## src/rtl/vote_booth_scheduler_if.sv

```systemverilog
// Booth/datapath bundle for vote_booth_scheduler.
// master: booth/session side; slave: the scheduler.
interface vote_booth_scheduler_if #(
   parameter int NUM_BOOTHS = 4,
   parameter int COUNT_W    = 8
);
   logic                    start;
   logic                    close;
   logic [NUM_BOOTHS-1:0]   booth_req;
   logic [4*NUM_BOOTHS-1:0] booth_choice;
   logic [NUM_BOOTHS-1:0]   booth_grant;
   logic [NUM_BOOTHS-1:0]   booth_ack;
   logic [NUM_BOOTHS-1:0]   booth_nack;
   logic [3:0]              dp_voter;
   logic                    dp_confirm;
   logic [1:0]              dp_mode;
   logic [COUNT_W-1:0]      vote_count;
   logic [1:0]              phase;

   modport master (
      output start, close, booth_req, booth_choice,
      input  booth_grant, booth_ack, booth_nack,
      input  dp_voter, dp_confirm, dp_mode,
      input  vote_count, phase
   );

   modport slave (
      input  start, close, booth_req, booth_choice,
      output booth_grant, booth_ack, booth_nack,
      output dp_voter, dp_confirm, dp_mode,
      output vote_count, phase
   );
endinterface

```

## src/rtl/vote_booth_scheduler.sv

```systemverilog
// Session FSM + round-robin arbiter sharing one vote datapath.
// Ports: clk, rst (async high), bus (slave: start/close/booth_req/
//   booth_choice in; booth_grant/ack/nack, dp_voter/confirm/mode,
//   vote_count, phase out). Option macro: BOOTH_LOCKOUT_EN.
module vote_booth_scheduler #(
   parameter int NUM_BOOTHS   = 4,
   parameter int MAX_VOTES    = 255,
   parameter int COUNT_W      = 8,
   parameter int CLEAR_CYCLES = 2
) (
   input logic                   clk,
   input logic                   rst,
   vote_booth_scheduler_if.slave bus
);
   localparam int IDX_W = (NUM_BOOTHS > 1) ? $clog2(NUM_BOOTHS) : 1;
   localparam int CLR_W = $clog2(CLEAR_CYCLES + 1);
   localparam logic [CLR_W-1:0]   CLR_LAST = CLR_W'(CLEAR_CYCLES - 1);
   localparam logic [COUNT_W-1:0] MAX_C    = COUNT_W'(MAX_VOTES);
   localparam logic [IDX_W-1:0]   IDX_LAST = IDX_W'(NUM_BOOTHS - 1);
   localparam logic [NUM_BOOTHS-1:0] ONE   = NUM_BOOTHS'(1);

   typedef enum logic [2:0] {
      S_IDLE, S_CLEAR, S_OPEN, S_SETUP,
      S_PULSE, S_GAP, S_CLOSED
   } state_t;

   state_t                  state_q;
   logic [IDX_W-1:0]        ptr_q;
   logic [IDX_W-1:0]        sel_q;
   logic [3:0]              choice_q;
   logic [CLR_W-1:0]        clr_cnt_q;
   logic                    close_pend_q;
   logic [NUM_BOOTHS-1:0]   grant_q;
   logic [NUM_BOOTHS-1:0]   ack_q;
   logic [NUM_BOOTHS-1:0]   nack_q;
   logic [3:0]              voter_q;
   logic                    confirm_q;
   logic [1:0]              mode_q;
   logic [COUNT_W-1:0]      count_q;
   logic [1:0]              phase_q;
`ifdef BOOTH_LOCKOUT_EN
   logic [NUM_BOOTHS-1:0]   voted_q;
`endif

   logic [NUM_BOOTHS-1:0]   req_m;
   logic                    arb_hit;
   logic [IDX_W-1:0]        arb_idx;
   logic [3:0]              arb_choice;
   logic                    arb_bad;
   logic [COUNT_W-1:0]      count_d;
   logic                    hit_max;

   function automatic logic [IDX_W-1:0] nxt(input logic [IDX_W-1:0] i);
      return (i == IDX_LAST) ? '0 : i + 1'b1;
   endfunction

   // A booth sees its ack/nack while its req is still high;
   // mask it that cycle so it is not re-arbitrated.
   assign req_m = bus.booth_req & ~(ack_q | nack_q);

   // Pass 1: lowest requester overall (wrap case).
   // Pass 2: lowest requester at/after ptr overrides it.
   always_comb begin
      arb_hit = 1'b0;
      arb_idx = '0;
      for (int i = NUM_BOOTHS - 1; i >= 0; i--) begin
         if (req_m[i]) begin
            arb_hit = 1'b1;
            arb_idx = IDX_W'(i);
         end
      end
      for (int i = NUM_BOOTHS - 1; i >= 0; i--) begin
         if (req_m[i] && (IDX_W'(i) >= ptr_q)) arb_idx = IDX_W'(i);
      end
   end

   assign arb_choice = bus.booth_choice[4*arb_idx +: 4];

   always_comb begin
      arb_bad = (arb_choice == 4'd0) ||
                ((arb_choice & (arb_choice - 4'd1)) != 4'd0);
`ifdef BOOTH_LOCKOUT_EN
      if (voted_q[arb_idx]) arb_bad = 1'b1;
`endif
   end

   assign count_d = (count_q == MAX_C) ? count_q : count_q + 1'b1;
   assign hit_max = (count_d == MAX_C);

   // Outputs are set on entry to a state, so they lag the state by
   // one cycle: grant shows in SETUP, voter in PULSE, confirm in GAP,
   // ack/count in the following cycle.
   always_ff @(posedge clk or posedge rst) begin
      if (rst) begin
         state_q      <= S_IDLE;
         ptr_q        <= '0;
         sel_q        <= '0;
         choice_q     <= '0;
         clr_cnt_q    <= '0;
         close_pend_q <= 1'b0;
         grant_q      <= '0;
         ack_q        <= '0;
         nack_q       <= '0;
         voter_q      <= '0;
         confirm_q    <= 1'b0;
         mode_q       <= 2'b11;
         count_q      <= '0;
         phase_q      <= 2'b00;
`ifdef BOOTH_LOCKOUT_EN
         voted_q      <= '0;
`endif
      end else begin
         ack_q  <= '0;
         nack_q <= '0;
         unique case (state_q)
            S_IDLE, S_CLOSED: begin
               grant_q <= '0;
               if (bus.start) begin
                  state_q      <= S_CLEAR;
                  mode_q       <= 2'b10;
                  phase_q      <= 2'b01;
                  clr_cnt_q    <= '0;
                  count_q      <= '0;
                  ptr_q        <= '0;
                  close_pend_q <= 1'b0;
                  voter_q      <= '0;
`ifdef BOOTH_LOCKOUT_EN
                  voted_q      <= '0;
`endif
               end
            end
            S_CLEAR: begin
               if (clr_cnt_q == CLR_LAST) begin
                  state_q <= S_OPEN;
                  mode_q  <= 2'b00;
                  phase_q <= 2'b10;
               end else begin
                  clr_cnt_q <= clr_cnt_q + 1'b1;
               end
            end
            S_OPEN: begin
               grant_q <= '0;
               if (bus.close) begin
                  state_q <= S_CLOSED;
                  mode_q  <= 2'b01;
                  phase_q <= 2'b11;
                  voter_q <= '0;
               end else if (arb_hit) begin
                  if (arb_bad) begin
                     nack_q <= ONE << arb_idx;
                     ptr_q  <= nxt(arb_idx);
                  end else begin
                     grant_q  <= ONE << arb_idx;
                     sel_q    <= arb_idx;
                     choice_q <= arb_choice;
                     state_q  <= S_SETUP;
                  end
               end
            end
            S_SETUP: begin
               voter_q <= choice_q;
               state_q <= S_PULSE;
               if (bus.close) close_pend_q <= 1'b1;
            end
            S_PULSE: begin
               confirm_q <= 1'b1;
               state_q   <= S_GAP;
               if (bus.close) close_pend_q <= 1'b1;
            end
            S_GAP: begin
               confirm_q <= 1'b0;
               ack_q     <= ONE << sel_q;
               count_q   <= count_d;
               ptr_q     <= nxt(sel_q);
`ifdef BOOTH_LOCKOUT_EN
               voted_q[sel_q] <= 1'b1;
`endif
               if (close_pend_q || bus.close || hit_max) begin
                  state_q      <= S_CLOSED;
                  mode_q       <= 2'b01;
                  phase_q      <= 2'b11;
                  voter_q      <= '0;
                  close_pend_q <= 1'b0;
               end else begin
                  state_q <= S_OPEN;
               end
            end
            default: state_q <= S_IDLE;
         endcase
      end
   end

   assign bus.booth_grant = grant_q;
   assign bus.booth_ack   = ack_q;
   assign bus.booth_nack  = nack_q;
   assign bus.dp_voter    = voter_q;
   assign bus.dp_confirm  = confirm_q;
   assign bus.dp_mode     = mode_q;
   assign bus.vote_count  = count_q;
   assign bus.phase       = phase_q;
endmodule

```

## src/flat_wrapper.sv

```systemverilog
// flat-port wrapper written by rule: the top's interface ports become plain ports
module vote_booth_scheduler_flat 
#(
   parameter int NUM_BOOTHS   = 4,
   parameter int MAX_VOTES    = 255,
   parameter int COUNT_W      = 8,
   parameter int CLEAR_CYCLES = 2
)
  (clk, rst, bus_start, bus_close, bus_booth_req, bus_booth_choice, bus_booth_grant, bus_booth_ack, bus_booth_nack, bus_dp_voter, bus_dp_confirm, bus_dp_mode, bus_vote_count, bus_phase);
  vote_booth_scheduler_if #(.NUM_BOOTHS(NUM_BOOTHS), .COUNT_W(COUNT_W)) bus_i ();
  input logic clk;
  input logic rst;
  input wire logic [$bits(bus_i.start)-1:0] bus_start;
  input wire logic [$bits(bus_i.close)-1:0] bus_close;
  input wire logic [$bits(bus_i.booth_req)-1:0] bus_booth_req;
  input wire logic [$bits(bus_i.booth_choice)-1:0] bus_booth_choice;
  output wire logic [$bits(bus_i.booth_grant)-1:0] bus_booth_grant;
  output wire logic [$bits(bus_i.booth_ack)-1:0] bus_booth_ack;
  output wire logic [$bits(bus_i.booth_nack)-1:0] bus_booth_nack;
  output wire logic [$bits(bus_i.dp_voter)-1:0] bus_dp_voter;
  output wire logic [$bits(bus_i.dp_confirm)-1:0] bus_dp_confirm;
  output wire logic [$bits(bus_i.dp_mode)-1:0] bus_dp_mode;
  output wire logic [$bits(bus_i.vote_count)-1:0] bus_vote_count;
  output wire logic [$bits(bus_i.phase)-1:0] bus_phase;
  assign bus_i.start = bus_start;
  assign bus_i.close = bus_close;
  assign bus_i.booth_req = bus_booth_req;
  assign bus_i.booth_choice = bus_booth_choice;
  assign bus_booth_grant = bus_i.booth_grant;
  assign bus_booth_ack = bus_i.booth_ack;
  assign bus_booth_nack = bus_i.booth_nack;
  assign bus_dp_voter = bus_i.dp_voter;
  assign bus_dp_confirm = bus_i.dp_confirm;
  assign bus_dp_mode = bus_i.dp_mode;
  assign bus_vote_count = bus_i.vote_count;
  assign bus_phase = bus_i.phase;
  vote_booth_scheduler #(.NUM_BOOTHS(NUM_BOOTHS), .MAX_VOTES(MAX_VOTES), .COUNT_W(COUNT_W), .CLEAR_CYCLES(CLEAR_CYCLES)) u_core (.clk(clk), .rst(rst), .bus(bus_i));
endmodule
```

## config.mk

```make
export PLATFORM = sky130hd
export DESIGN_NAME = vote_booth_scheduler_flat
export DESIGN_NICKNAME = d
export VERILOG_FILES = /design/src/rtl/vote_booth_scheduler_if.sv /design/src/rtl/vote_booth_scheduler.sv /design/src/flat_wrapper.sv
export SDC_FILE = /design/constraint.sdc
export NUM_CORES = 1
export LEC_CHECK = 0
export CAP_MARGIN = 5
export CORE_MARGIN = 2
export CORE_UTILIZATION = 44
export DETAILED_ROUTE_END_ITERATION = 7
export HOLD_SLACK_MARGIN = 0.06
export PLACE_DENSITY_LB_ADDON = 0.12
export SLEW_MARGIN = 40
export SYNTH_ARGS = -nofsm -noshare
export SYNTH_HDL_FRONTEND = slang
export SYNTH_SLANG_ARGS = --single-unit
```

## constraint.sdc

```tcl
create_clock -name clk -period 3.5 [get_ports clk]
set_input_delay 0.35 -clock clk [delete_from_list [all_inputs] [get_ports clk]]
set_output_delay 0.35 -clock clk [all_outputs]
set_load 0.02 [all_outputs]
```

**The metal 2 layer**

Drawn at 4 px/um.
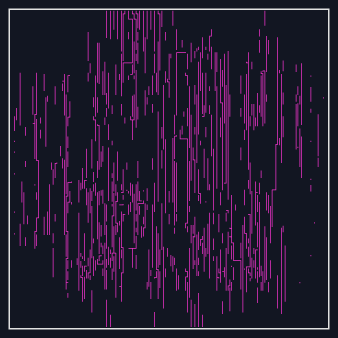
wire length on this layer: 2,690 um
nets with wire on the layer: 290
share of all routed wire: 47%
longest straight run: 37.1 um

**Sequential cells coloured by netlist name**

Drawn at 4 px/um. Other sequential cells in the stronger grey, the rest of the logic in the fainter grey.
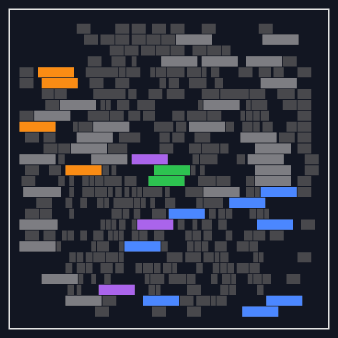
| netlist name | colour | flops |
|---|---|---|
| u_core.sel_q | green | 2 |
| u_core.bus.vote_count | blue | 8 |
| u_core.state_q | purple | 3 |
| u_core.bus.dp_voter | orange | 4 |

**Clock nets**

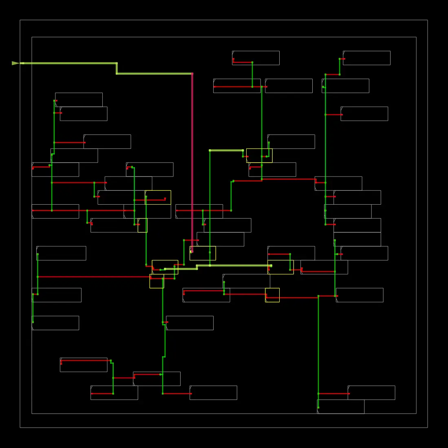
CTS Buf Count: 5
clk pwr: 319 uW
Sink Count: 43

==> impl_metrics.csv <==
group,metric,value,unit
setup_path,startpoint,"bus_booth_req[3]",
synthesis,ys_sh_mux,8.383,%
outcome,status,"completed",
synthesis,synth_nets,287,
placement,place_area,3133,um^2
setup_path,crit_chain,"clkdlybuf4s50_1 > or3b_4 > o21ba_1 > a211oi_4 > mux2i_1 > mux2i_4 > or2_1 > o211ai_2 > nor2b_4 > mux2_4",
setup_path,critPathArrivalTime,3.34,ns
setup_path,crit_path_max_incr_delay,0.46,ns
synthesis,synthTopLogicFamily,"AND-OR/OR-AND gates",
layout,stdcell_area,3222,um^2
setup_path,critical-path-top-delay-family,"simple AND/OR/NAND/NOR gates",
setup_path,r2r_cells,10,
clock_network,htree_levels,2,
placement,dp_slack,0.07470,ns
setup_path,reg2reg_slack,0.43,ns
setup_path,endpoint_kind,"flop",
synthesis,xor_share,0.6986,%
layout,final_core_util,58.51,%
setup_path,start_kind,"input pin",
synthesis,yosysWarnings,0,
placement,dp_hpwl,4.124,mm
run,tool_warnings,32,
clock_network,cts_tree,"built",
synthesis,synth_adder_area_share,4.990,%
sta,drv_slew,0,
detailed_routing,via_count,2119,
synthesis,postSynthSeqShare,43.01,%
sta,setup_ws,0.3407,ns
global_routing,grtUsageMet1,27.49,%
power_and_ir_drop,power,2.165,mW
sta,tns,0,ns
clock_network,worstSkewPairLatency,0.30,ns
detailed_routing,avgRoutedWirePerCell,14.79,um
placement,place_inst,376,
**Supply network**

Drawn at 4 px/um. Pins as bars on the die edge.
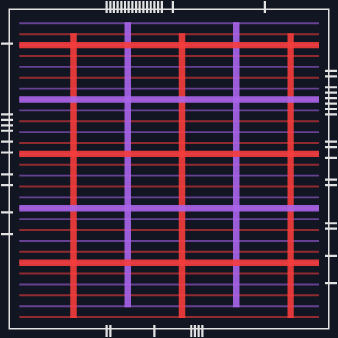
| net | colour |
|---|---|
| VDD | purple |
| VSS | red |
met4 straps: 5
met1 rails: 28
met5 straps: 5
rows: 27

**Cell area per tile**

Drawn at 4 px/um. The die is cut into 8 by 8 equal tiles; black is low, pale yellow is high, 0 to 100% covered.
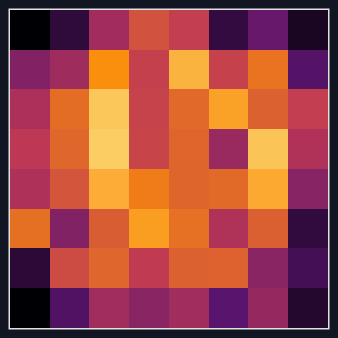
tiles over 75% full: 14%
nearly empty tiles: 3.1%
mean over tiles: 50%
fullest tile: 89%

==> worst register-to-register path: stages, from the launching register on <==
cell and delay (ns):
dfrtp_1 0.46, ha_1 0.27, and2_1 0.26, nand3_1 0.19, mux2_2 0.36, a2111o_1 0.38, a41oi_1 0.23, o32ai_1 0.14
nor2_1 0.22, o21ai_1 0.17, mux2_1 0.34
==> power groups by stage <==
| stage | registers [mW] | logic (mW) | clock network (mW) |
|---|---|---|---|
| 2_1_floorplan | 0.804 | 0.697 | 0 |
| 3_3_place_gp | 0.784 | 1.06 | 0 |
| 3_5_place_dp | 0.786 | 1.07 | 0 |
| 4_1_cts | 0.778 | 1.08 | 0.326 |
| 5_1_grt | 0.803 | 1.18 | 0.356 |
| 6_report | 0.779 | 1.07 | 0.319 |
==> worst min path at each step <==
| stage | from | to | depth (start not counted) |
|---|---|---|---|
| 6_report | rst | u_core.bus.vote_count[7] | 3 |
| 5_1_grt | u_core.bus.dp_mode[1] | u_core.bus.dp_mode[1] | 1 |
| 4_1_cts | u_core.bus.dp_mode[1] | u_core.bus.dp_mode[1] | 1 |
| 3_5_place_dp | u_core.bus.dp_mode[1] | u_core.bus.dp_mode[1] | 1 |
| 3_3_place_gp | u_core.bus.dp_confirm | u_core.bus.dp_confirm | 2 |
| 2_1_floorplan | u_core.clr_cnt_q[0] | u_core.clr_cnt_q[0] | 1 |
==> metal layers <==
metal  share of wire [%]  up-vias
li1                    -     1044
met1                  48     1018
met2                  47       55
met3                 4.3        2
met4                0.60        0
met5                   0        -
==> cell type report <==
type,count,share of cell area [%]
inverter,17,1.981
timing repair buffer,60,18.02
tap,72,2.796
sequential,43,33.48
clock buffer,5,2.136
clock inverter,3,0.6214
multi-input combinational,184,40.97
==> Yosys cell counts (4+ instances only) <==
| cell type | instances | area [um^2] |
|---|---|---|
| inv_1 | 15 | 56.30 |
| mux2i_1 | 9 | 90.09 |
| nor2_1 | 12 | 45.04 |
| a21oi_1 | 18 | 90.09 |
| nand2_1 | 22 | 82.58 |
| o21ai_0 | 20 | 100.1 |
| dfrtp_1 | 41 | 1026 |
| ha_1 | 10 | 125.1 |
| o22ai_1 | 4 | 25.02 |
| nand3_1 | 5 | 25.02 |
| nor3_1 | 6 | 30.03 |
| a32o_1 | 5 | 50.05 |
| clkbuf_1 | 5 | 18.77 |
| and3_1 | 8 | 50.05 |
| a22o_1 | 6 | 52.55 |
| and2_1 | 6 | 37.54 |
==> registers in the layout (all words and copies together) (netlist names) <==
| signal | count |
|---|---|
| u_core.sel_q | 2 |
| u_core.bus.phase | 2 |
| u_core.bus.booth_grant | 4 |
| u_core.bus.dp_confirm | 1 |
| u_core.bus.vote_count | 8 |
| u_core.state_q | 3 |
| u_core.bus.booth_ack | 4 |
| u_core.choice_q | 4 |
| u_core.bus.dp_voter | 4 |
| u_core.bus.dp_mode | 2 |
| u_core.ptr_q | 2 |
| u_core.bus.booth_nack | 4 |
| u_core.close_pend_q | 1 |
| u_core.clr_cnt_q | 2 |
Power and IR drop assume default switching activity.
